Fig. 1: register map, names as in the netlist
The bar under the picture is 50 um long. Other sequential cells in the stronger gray, the rest of the logic in the fainter gray.
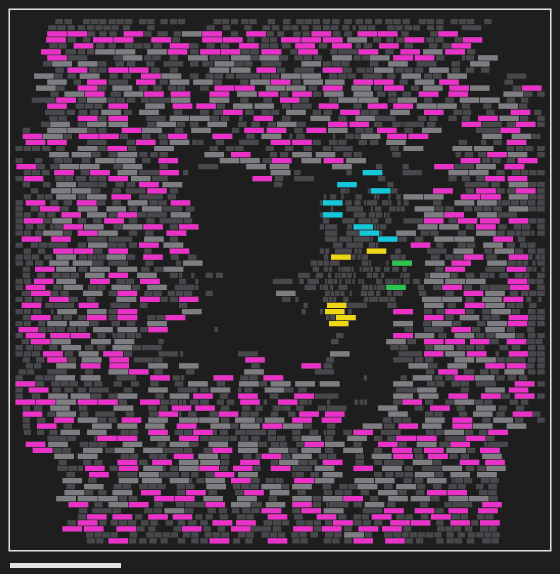
Fig. 2: cells by drive strength
The bar under the picture is 50 um long.
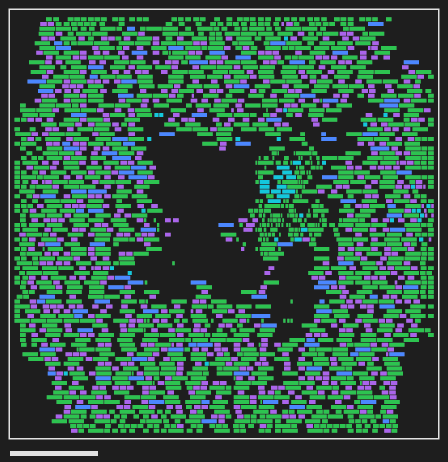
Fig. 3: clock network drawn from the DEF
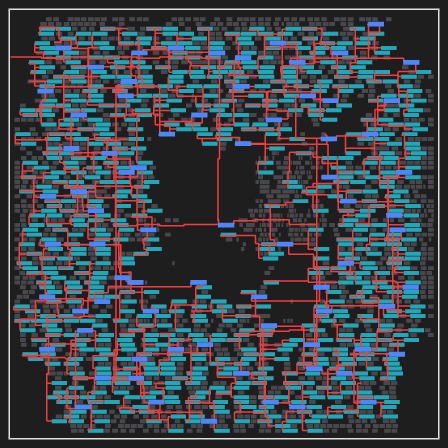
Design uart_rx_framer, sky130hd; sources not shown.
==> results_slide.txt <==
Physical Implementation Snapshot

Synthesis
  • Syn Std Cell Area: between 20000 and 30000 um2
  • Main synth FF type: dfrtp_1
  • Yosys Warn Count: 0
  • Main area contributors: dfrtp_1 65%, mux2_2 27%, buf_6 1.3%, mux2_1 1.2%, clkbuf_1 0.52%
  • Synth Seq Share: approximately two thirds
  • Flops & latches, synth: roughly 730

Timing
  • # setup viols final: 0
  • Final Hold Fails: 0
  • WHS: ~0.48 ns
  • Max-slew violation count: 0
  • Max Clk Rate: around 0.14 GHz
  • Slew headroom: about a fifth

Placed design
  • RD Place Congestion: 0.801
  • Dpl ws: 24.71 ns
  • Dpl cells: between 2k and 3k
  • # port buffers: around 370

CTS
  • # clock sinks: slightly above 700
  • TritonCTS clock tree: done

Pwr
  • Sw power: ~0.39 mW
  • Peak supply drop: between 0.03 and 0.04 mV
  • Sequential share of power: 49.3%

Worst setup path
  • Req. time, crit path: 33.08 ns
  • Setup Crit Path Kind: input pin to flop
  • Worst-path fanout max: 81
  • Crit path top cell by count: buf_4
  • R2r worst-path depth: 8
  • Max stage delay on crit path: ~0.96 ns

Run
  • Max cap viols: 0

Global routing
  • Gr usage total: 23.0%
  • Initial antenna violation count: 1
  • Pin count of the biggest net entering global routing: around 160

Drt
  • Drt initial violations: 906
  • Detailed-route wire length per cell: between 20 and 25 um
  • Number of remaining DRC errors: 0

Outcome
  • Status: finished, final reports clean

Die
  • Fp_density: between 40 and 50%
  • Rows: 87
  • Chip area: around 59000 um2
  • Die x size: about 240 um

Final layout
  • Nets: 2095
Notes on Fig. 1 above:
- green: state (placed flops 2)
- yellow: cnt (placed flops 6; where center)
- magenta: frame_data (placed flops 352; where spread over the die)
- cyan: u_shadow.xor_acc (placed flops 8)
- not colored: 357
register area: 18100 um2
seq pwr: 0.911 mW
flop share of the area: 52.2%
final core area utilization: 61.5%

Notes on Fig. 2 above:
- green: x1 and smaller (cells 1278)
- cyan: x3 and x4 (cells 40)
- purple: x2 (cells 704)
- blue: x6 and larger (cells 104)
final setup margin: 25.35 ns
post-route cell area: 34700 um2

Notes on Fig. 3 above:
- red: clock wires (length 8400 um)
- blue: clock-net drivers (count 75)
- cyan: flip-flops (count 725)
- routed clock nets: 76
- flops lie: spread over the die
Power Clock: 0.883 mW
clk_skew: 0.0155 ns
Clk pwr share: 47.8%
clk_lat worst skew: 0.61 ns

## power by group through the flow
stage          Sequential (mW)  Combinational, mW  Clock [mW]
2_1_floorplan            0.927             0.0352           0
3_3_place_gp             0.927             0.0523           0
3_5_place_dp             0.927             0.0543           0
4_1_cts                  0.910             0.0546       0.900
5_1_grt                  0.911             0.0602       0.940
6_report                 0.911             0.0535       0.883
## cells in the mapped netlist (2+ instances only)
master,number
nand2_1,11
dfrtp_1,725
nor4_4,4
and4_1,3
a21oi_1,4
buf_2,26
o31ai_1,4
nand4_1,3
nor2_1,24
mux2_2,673
nor3_4,8
clkbuf_1,39
nor4b_1,3
and2_1,2
or4_1,3
nand3b_1,3
nand3_2,7
mux2_1,31
xor2_1,14
nor2b_1,6
nand4b_2,3
nand3_1,24
xnor2_1,2
nand2b_1,6
nor3_1,2
or3_1,2
buf_6,33
inv_1,7
ha_1,8
nand4b_1,5
o21ai_0,4
## kinds of logic after synthesis
group / Yosys count / share of synthesized area (%)
flip-flops: 725 / 64.7
multiplexers: 704 / 28.3
AND/OR/NAND/NOR: 127 / 3.32
buffers and inverters: 107 / 2.45
AND-OR/OR-AND: 19 / 0.451
XOR/XNOR: 16 / 0.500
adder cells (fa/ha/maj): 8 / 0.357
## cell type report
cell class,count,area (um2),area share (%)
multi-input cells,874,9230,26.6
clock inverters,27,384,1.11
clock buffers,103,2160,6.23
well taps,756,946,2.72
repair buffers,390,3830,11.0
inverters,7,33.8,0.0973
diodes,2,5.00,0.0144
flip-flops and latches,725,18100,52.2
## metrics by stage
step | cell area (um2) | power [mW] | utilization, %
2_1_floorplan | 28100 | 0.962 | -
3_3_place_gp | 32200 | 0.979 | 57.0
3_5_place_dp | 32200 | 0.981 | 57.0
4_1_cts | 34700 | 1.87 | 61.5
5_1_grt | 34700 | 1.91 | 61.5
6_report | 34700 | 1.85 | 61.5
## worst reg2reg max path, delay by kind of cell, from the launching register on
kind	cells	cell delay, ns
buf+inv	3	1.94
mux	1	0.48
flops	1	0.41
simple gates	3	1.35
fa+ha+maj	1	0.19
## routing by layer
layer	wire, um	vias up	track usage [%]
li1	-	6789	-
met1	29000	8387	30.8
met2	33300	394	38.1
met3	3620	91	4.75
met4	1490	0	7.07
met5	0	-	0
No activity file was given, so power comes from the tool's default toggle rates.
